--- src/rtl/serial_adder_ctrl_pkg.sv ---
// serial_adder_ctrl_pkg: shared state and op encodings for the bit-serial adder
package serial_adder_ctrl_pkg;
  typedef enum logic [1:0] {IDLE = 2'd0, RUN = 2'd1, DONE = 2'd2} state_t;
  localparam logic OP_ADD = 1'b0;
  localparam logic OP_SUB = 1'b1;
endpackage

--- src/rtl/serial_adder_ctrl_if.sv ---
// serial_adder_ctrl_if: host request/result bundle for the bit-serial adder
interface serial_adder_ctrl_if #(parameter int WIDTH = 8);
  logic start;
  logic sub;
  logic [WIDTH-1:0] A;
  logic [WIDTH-1:0] B;
  logic Cin;
  logic busy;
  logic done;
  logic [WIDTH-1:0] Sum;
  logic Cout;
  logic Ovf;
  modport master (output start, sub, A, B, Cin, input busy, done, Sum, Cout, Ovf);
  modport slave (input start, sub, A, B, Cin, output busy, done, Sum, Cout, Ovf);
endinterface

--- src/rtl/serial_adder_ctrl_fa.sv ---
// serial_adder_ctrl_fa: one-bit dataflow full adder
module serial_adder_ctrl_fa (
  input  logic A,
  input  logic B,
  input  logic Cin,
  output logic Sum,
  output logic Carry
);
  assign Sum = A ^ B ^ Cin;
  assign Carry = (A & B) | (Cin & (A ^ B));
endmodule

--- src/rtl/serial_adder_ctrl.sv ---
// serial_adder_ctrl: LSB-first add/subtract sequencer around one shared full adder
module serial_adder_ctrl
  import serial_adder_ctrl_pkg::*;
#(
  parameter int WIDTH = 8
) (
  input logic clk,
  input logic rst_n,
  serial_adder_ctrl_if.slave bus
);
  localparam int CW = $clog2(WIDTH + 1);
  state_t state, nxt;
  logic [WIDTH-1:0] a_sh, b_sh, sum_sh, sum_nx;
  logic [CW-1:0] cnt;
  logic carry, fa_s, fa_c, last;
  serial_adder_ctrl_fa fa (.A(a_sh[0]), .B(b_sh[0]), .Cin(carry), .Sum(fa_s), .Carry(fa_c));
  assign last = state == RUN && cnt == CW'(WIDTH - 1);
  assign sum_nx = (sum_sh >> 1) | (WIDTH'(fa_s) << (WIDTH - 1));
  assign bus.busy = state == RUN;
  assign bus.done = state == DONE;
  always_comb begin
    nxt = state == IDLE ? (bus.start ? RUN : IDLE) : state == RUN ? (last ? DONE : RUN) : IDLE;
  end
  always_ff @(posedge clk or negedge rst_n)
    if (!rst_n) state <= IDLE;
    else state <= nxt;
  always_ff @(posedge clk or negedge rst_n)
    if (!rst_n) begin
      a_sh <= '0;
      b_sh <= '0;
      sum_sh <= '0;
      carry <= 1'b0;
      cnt <= '0;
      bus.Sum <= '0;
      bus.Cout <= 1'b0;
      bus.Ovf <= 1'b0;
    end else if (state == IDLE && bus.start) begin
      a_sh <= bus.A;
      b_sh <= bus.sub == OP_SUB ? ~bus.B : bus.B;
      carry <= bus.sub == OP_SUB ? 1'b1 : bus.Cin;
      cnt <= '0;
    end else if (state == RUN) begin
      a_sh <= a_sh >> 1;
      b_sh <= b_sh >> 1;
      sum_sh <= sum_nx;
      carry <= fa_c;
      cnt <= last ? '0 : cnt + 1'b1;
      // carry still holds the carry into the MSB on the last bit
      if (last) begin
        bus.Sum <= sum_nx;
        bus.Cout <= fa_c;
        bus.Ovf <= carry ^ fa_c;
      end
    end
endmodule

--- src/flat_wrapper.sv ---
// flat-port wrapper written by rule: the top's interface ports become plain ports
module serial_adder_ctrl_flat import serial_adder_ctrl_pkg::*;
#(
  parameter int WIDTH = 8
)
  (clk, rst_n, bus_start, bus_sub, bus_A, bus_B, bus_Cin, bus_busy, bus_done, bus_Sum, bus_Cout, bus_Ovf);
  serial_adder_ctrl_if #(.WIDTH(WIDTH)) bus_i ();
  input logic clk;
  input logic rst_n;
  input wire logic [$bits(bus_i.start)-1:0] bus_start;
  input wire logic [$bits(bus_i.sub)-1:0] bus_sub;
  input wire logic [$bits(bus_i.A)-1:0] bus_A;
  input wire logic [$bits(bus_i.B)-1:0] bus_B;
  input wire logic [$bits(bus_i.Cin)-1:0] bus_Cin;
  output wire logic [$bits(bus_i.busy)-1:0] bus_busy;
  output wire logic [$bits(bus_i.done)-1:0] bus_done;
  output wire logic [$bits(bus_i.Sum)-1:0] bus_Sum;
  output wire logic [$bits(bus_i.Cout)-1:0] bus_Cout;
  output wire logic [$bits(bus_i.Ovf)-1:0] bus_Ovf;
  assign bus_i.start = bus_start;
  assign bus_i.sub = bus_sub;
  assign bus_i.A = bus_A;
  assign bus_i.B = bus_B;
  assign bus_i.Cin = bus_Cin;
  assign bus_busy = bus_i.busy;
  assign bus_done = bus_i.done;
  assign bus_Sum = bus_i.Sum;
  assign bus_Cout = bus_i.Cout;
  assign bus_Ovf = bus_i.Ovf;
  serial_adder_ctrl #(.WIDTH(WIDTH)) u_core (.clk(clk), .rst_n(rst_n), .bus(bus_i));
endmodule
--- config.mk ---
export PLATFORM = sky130hd
export DESIGN_NAME = serial_adder_ctrl_flat
export DESIGN_NICKNAME = d
export VERILOG_FILES = /design/src/rtl/serial_adder_ctrl_pkg.sv /design/src/rtl/serial_adder_ctrl_if.sv /design/src/rtl/serial_adder_ctrl_fa.sv /design/src/rtl/serial_adder_ctrl.sv /design/src/flat_wrapper.sv
export SDC_FILE = /design/constraint.sdc
export NUM_CORES = 1
export LEC_CHECK = 0
export CORE_AREA = 2 2 49 86
export DETAILED_ROUTE_END_ITERATION = 6
export DIE_AREA = 0 0 51 88
export PLACE_DENSITY = 0.74
export SLEW_MARGIN = 20
export SYNTH_ARGS = -nofsm -noshare
export SYNTH_HDL_FRONTEND = slang
export SYNTH_SLANG_ARGS = --single-unit
export TNS_END_PERCENT = 5
--- constraint.sdc ---
create_clock -name clk -period 1.95 [get_ports clk]
set_clock_uncertainty 0.2 [all_clocks]
set_input_delay 0.2925 -clock clk [delete_from_list [all_inputs] [get_ports clk]]
set_output_delay 0.2925 -clock clk [all_outputs]
set_load 0.1 [all_outputs]
==> results.yml, run 1 <==
# yosys + openroad results
setup_path:
  crit_cells: 4
  slowest_stage: "dfrtp_1"
  start_kind: "flop"
  reg2reg_from: "u_core.cnt[0]"
  crit_type: "reg2out"
  crit_family: "buffers and inverters"
  regToRegSetupSlack_ns: 0.22
  end_kind: "output pin"
  worstRegToRegCells: 5
  crit_chain: "nand2b_2 -> buf_4 -> inv_4 -> buf_12"
  reg2reg_to: "u_core.bus.Sum[0]"
  crit_buf_inv: 3
  crit_fanout: 10
  crit_path_end: "bus_busy"
  required_ns: 1.46
  slowest_delay_ns: 0.38
  cp_data_arrival_time_ns: 1.39
  cp-startpoint: "u_core.state[1]"
final_layout:
  layout_top_cell: "dfrtp_1"
  final_nets: 229
  stdcell_area_mm2: 0.002526
  nFillCells: 293
  num_antenna_cells: 0
  final_cells: 255
  area_growth_syn_to_layout_pct: 37.07
  final_cell_mix: "dfrtp_1 (40), nand2_1 (39), clkdlybuf4s50_1 (19), o21ai_0 (16), buf_12 (13)"
  utilization_pct: 66.63
  seq_area_mm2: 0.001001
  drive_gt1_share_pct: 24.15
  reg_top3: "u_core.a_sh x8, u_core.b_sh x8, u_core.bus.Sum x8"
  logic_area_um2: 788.3
power_and_ir_drop:
  finalPower_mw: 4.731
  p_int_mw: 2.673
  powerSeq_mw: 1.52
  comb_power_share_pct: 52.7
  power_combinational_mw: 2.49
  p_per_area_mw_per_mm2: 1873
  seqPwrFrac_pct: 32.0
  irDropWorstVdd_v: 0.0009819
  switching_share_pct: 43.50
  power.group.top: "combinational logic"
  switchingPower_mw: 2.058
  clkPwrFrac_pct: 15.3
cts:
  cts_sinks: 40
  root_buffer: "clkbuf_8"
  clk_latency_ns: 0.29
  path_clk_slew_ns: 0.08
  numCtsBuffers: 5
  cts_resized: 1
  post_cts_buffers: 0
  htreeDepth: 2
  cts-hold-fix-buffers: 1
  cts_tree: "built"
synth:
  largest_area_cell: "dfrtp_1"
  syn_area_per_cell_um2: 11.17
  synthesis.nets: 188
  yosysTopAreaCellShare_pct: 54.31
  yosys_most_used_dff: "dfrtp_1"
  edf_count: 0
  ys_cells: 165
  top_cells_by_area: "dfrtp_1 (54%), nand2_1 (7.9%), mux2_4 (7.3%), o21ai_0 (4.3%), xor2_1 (4.3%)"
  most_common_cell: "dfrtp_1"
  ys_seq_share_pct: 54.31
  synthTopCellsByCount: "dfrtp_1 (40), nand2_1 (39), o21ai_0 (16)"
  ys_async_sr_fraction_pct: 100.0
  yosys_warnings: 0
  yosysUniqueCellTypes: 33
  yosysChipArea_mm2: 0.001843
  netlist_area_mm2: 0.001843
  syn_inst: 165
  ys_ff: 40
sta:
  rsz0062_at_grt: "no"
  period_used_pct: 96.53
  relSlewSlack_pct: 45.69
  setup_slack_ns: 0.06776
  setup_viol: 0
  worstMarginPinSlew_ns: 0.8129
  fin_worst_hold_slack_ns: 0.2907
  drv_slew: 0
  setup_tns_ns: 0
  max_freq_mhz: 531.3
  post-route-min-period_ns: 1.882
  hold_viol: 0
die:
  fp_util_pct: 48.61
  design.portCount: 33
  core-area_mm2: 0.003791
  die_h_um: 88
  die-area_mm2: 0.004488
  die_w_um: 51
  rows: 30
min_path:
  hp-class: "in2async"
placement:
  gp_congestion: 0.7766
  post_dp_cell_area_mm2: 0.002365
  dp_hpwl_um: 2685
  portBuffers: 32
  dpl.cell_count: 245
  dp_slack_ns: 0.08059
job:
  warnings: 26
  timing.max_cap.violations: 0
routing:
  drc_errors: 0
  detail_route.first_pass.iterations: 4
  num_vias: 1341
  dr_wl_met2_um: 2195
  ant_nets: 0
  highest_layer: "met4"
  drt_wl_total_um: 3750
  dr_wl_met3_um: 159
  wl_met1_um: 1308
  avgViaCountPerCell: 5.259
  drtIter0Drc: 32
  wl_per_cell_um: 14.71
global_route:
  grt_util_met1_pct: 19.34
  grtUsageMet2_pct: 36.13
  grt_pass1_wl_um: 6320
  grt.total_usage_pct: 19.27
  gr-usage-met3_pct: 4.437
  grt_max_degree: 23
  overflow: 0
  grt_pass1_vias: 1404
  top_usage_layer: "met2"
  antenna_found_initial: 0
outcome:
  status: "finished clean"
==> run 1: cell type report <==
type,count,area share (%)
sequential,40,39.62
multi-input combinational,113,31.20
timing repair buffer,44,21.40
clock buffer,7,3.814
tap,48,2.377
clock inverter,1,1.189
inverter,2,0.3962
==> run 1: logic make-up (layout without fill, tap and decap cells) <==
kind of cell / after synthesis / count (layout) / synth area share, %
buffers and inverters: 12 / 54 / 3.461
adder cells (fa/ha/maj): 2 / 2 / 1.765
AND/OR/NAND/NOR: 52 / 52 / 12.76
XOR/XNOR: 9 / 9 / 4.277
flip-flops: 40 / 40 / 54.31
multiplexers: 19 / 19 / 12.97
AND-OR/OR-AND: 31 / 31 / 10.46
Fig. 1: run 1, layout detail
The bar under the picture is 5 um long. Window x 16 to 36, y 52 to 72 um. Cells in grey, sequential cells in the stronger grey; small squares are vias.
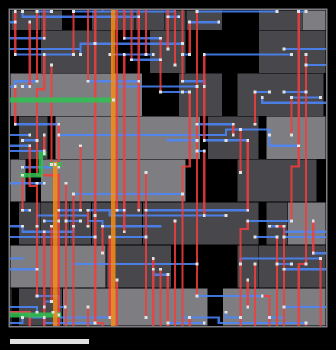
colour	layer
red	metal 2
orange	metal 4
green	metal 3
blue	metal 1
netlist names of flops here include	u_core.a_sh (2), u_core.cnt (2)
sequential cells in the window	6
cells with their middle in the window	24
most frequent	dfrtp_1 (6), nand2_1 (4), mux2_4 (3)

Fig. 2: run 1, signal metal coverage by tile
The die is cut into 10 by 18 equal tiles; white is low, dark blue is high, scaled to the fullest tile. Values are wire area over tile area, all layers added.
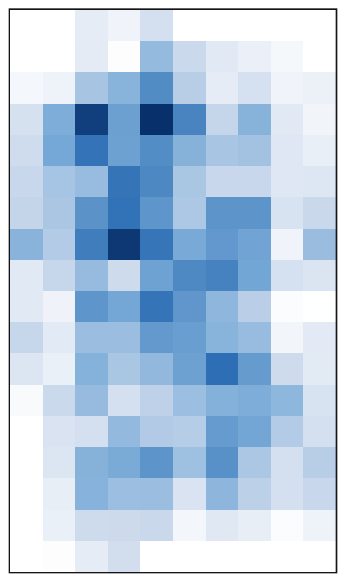
fullest tile	0.44
nearly empty tiles	14%
tiles over half the peak	21%
mean over tiles	0.13
emptiest ninth of the die	top right
densest ninth of the die	middle

Fig. 3: run 1, selected gate families
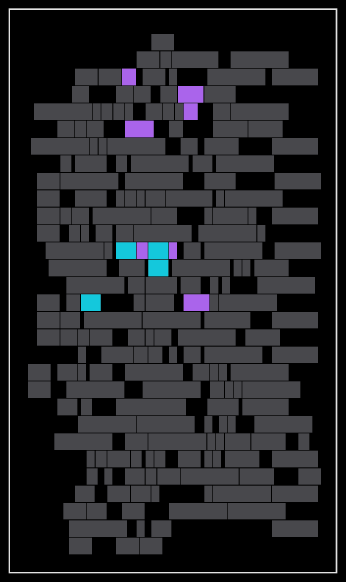
colour	family	cells	where
purple	NOR gates	7	top middle
cyan	AND-OR and OR-AND gates	4	middle

--- run 2 (diff from run 1) ---
--- a/config.mk
+++ b/config.mk
@@ -9,6 +9,7 @@
 export DETAILED_ROUTE_END_ITERATION = 6
 export DIE_AREA = 0 0 51 88
 export PLACE_DENSITY = 0.74
+export REMOVE_ABC_BUFFERS = 1
 export SLEW_MARGIN = 20
 export SYNTH_ARGS = -nofsm -noshare
 export SYNTH_HDL_FRONTEND = slang
==> results.yml, run 2 <==
# yosys + openroad results
outcome:
  status: "finished clean"
routing:
  drt_wl_total_um: 3478
  avgViaCountPerCell: 5.137
  ant_nets: 0
  drc_errors: 0
  wl_met1_um: 1348
  drtIter0Drc: 20
  wl_per_cell_um: 13.59
setup_path:
  reg2reg_from: "u_core.cnt[0]"
  regToRegSetupSlack_ns: 0.17
  crit_fanout: 10
  crit_family: "buffers and inverters"
  reg2reg_to: "u_core.bus.Sum[6]"
  crit_type: "reg2out"
  slowest_stage: "dfrtp_1"
  start_kind: "flop"
synth:
  ys_sh_adder_pct: 1.765
  largest_area_cell: "dfrtp_1"
  netlist_area_mm2: 0.001843
  syn_area_per_cell_um2: 11.17
  ys_sh_xor_pct: 4.277
  top_cells_by_area: "dfrtp_1 (54%), nand2_1 (7.9%), mux2_4 (7.3%), o21ai_0 (4.3%), xor2_1 (4.3%)"
  yosysUniqueCellTypes: 33
  edf_count: 0
  yosys_most_used_dff: "dfrtp_1"
  ys_async_sr_fraction_pct: 100.0
  aoi_share_pct: 10.45
  ys_ff: 40
  top_logic_kind: "multiplexers"
  syn_inst: 165
  synthTopCellsByCount: "dfrtp_1 (40), nand2_1 (39), o21ai_0 (16)"
  yosysChipArea_mm2: 0.001843
  most_common_cell: "dfrtp_1"
final_layout:
  layout_top_cell: "dfrtp_1"
  clock_cell_area_share_pct: 3.741
  reg_top3: "u_core.a_sh x8, u_core.b_sh x8, u_core.bus.Sum x8"
  final_cells: 256
  logic_area_um2: 778.2
  seq-cell-share_pct: 40.44
  num_antenna_cells: 0
  final_nets: 230
  nFillCells: 302
  final_cell_mix: "dfrtp_1 (40), nand2_1 (39), clkdlybuf4s50_1 (19), o21ai_0 (16)"
  clkbuf_count: 6
  dominant_cells: "flip-flops and latches"
power_and_ir_drop:
  switchingPower_mw: 1.994
  seqPwrFrac_pct: 33.4
  comb_power_share_pct: 54.4
  switching_share_pct: 44.54
  power_combinational_mw: 2.43
  irDropWorstVdd_v: 0.001017
  clkPwrFrac_pct: 12.2
  p_int_mw: 2.483
  power.group.top: "combinational logic"
sta:
  fin_worst_hold_slack_ns: 0.2928
  period_used_pct: 93.92
  drv_slew: 0
  max_freq_mhz: 546.0
  relSlewSlack_pct: 43.50
  hold_viol: 0
  post-route-min-period_ns: 1.831
placement:
  dp_hpwl_um: 2623
  dpl.cell_count: 243
  dp_slack_ns: 0.02707
  gp_congestion: 0.7446
global_route:
  grtUsageMet2_pct: 32.70
  grt.total_usage_pct: 17.25
  overflow: 0
  top_usage_layer: "met2"
  grt_util_met1_pct: 18.81
  gr-usage-met3_pct: 3.413
  grt_pass1_wl_um: 5871
cts:
  root_buffer: "clkbuf_8"
  htreeDepth: 2
  path_clk_slew_ns: 0.07
  cts_resized: 0
die:
  tapCellCount: 48
  rows: 30
  die-area_mm2: 0.004488
  core-area_mm2: 0.003791
  die_w_um: 51
  die_h_um: 88
job:
  warnings: 25
  timing.max_cap.violations: 0
## run 2: cell counts after synthesis
No cell type changed its count.
## run 2: how the worst max path moves through the flow
stage,from,endpoint,slack (ns),cells after the start
after floorplan,u_core.state[1],bus_done,-0.40,2
after global placement,bus_start,u_core.b_sh[7],0.09,3
after CTS,u_core.cnt[0],u_core.bus.Sum[0],0.06,4
after detailed placement,bus_start,u_core.cnt[3],0.03,3
final,u_core.state[1],bus_busy,0.12,3
after global routing,u_core.state[1],bus_busy,0.02,3
## run 2: through the flow
stage / utilization [%] / TNS, ns
floorplan: - / -3.393
global placement: 61.78 / 0
detailed placement: 61.78 / 0
CTS: 64.49 / 0
global route: 65.28 / 0
finish: 65.28 / 0
Fig. 4: run 2, layout detail
The bar under the picture is 5 um long. Window x 16 to 36, y 52 to 72 um. Cells in grey, sequential cells in the stronger grey; small squares are vias.
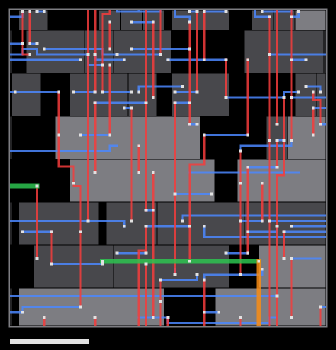
colour	layer
blue	metal 1
red	metal 2
orange	metal 4
green	metal 3
cells with their middle in the window	21
netlist names of flops here include	u_core.b_sh (2)
sequential cells in the window	5
most frequent	dfrtp_1 (5), mux2i_1 (3), clkbuf_8 (3)

Fig. 5: run 2, clock routing
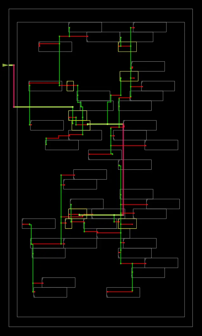
CTS Sinks: 40
total clock buffers created by CTS: 5
clk latency late pin: 0.29 ns
Seq cells: 40

Fig. 6: run 2, pin placement
The bar under the picture is 20 um long. Pins as bars across the die edge, other pins in grey.
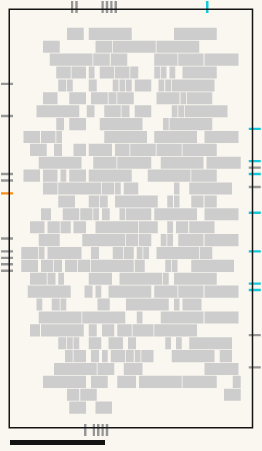
colour	port	pins	direction	edge
orange	bus_Cin	1	input	left
cyan	bus_Sum	8	output	7 right, 1 top
all pins by edge	11 right, 10 left, 7 top, 5 bottom

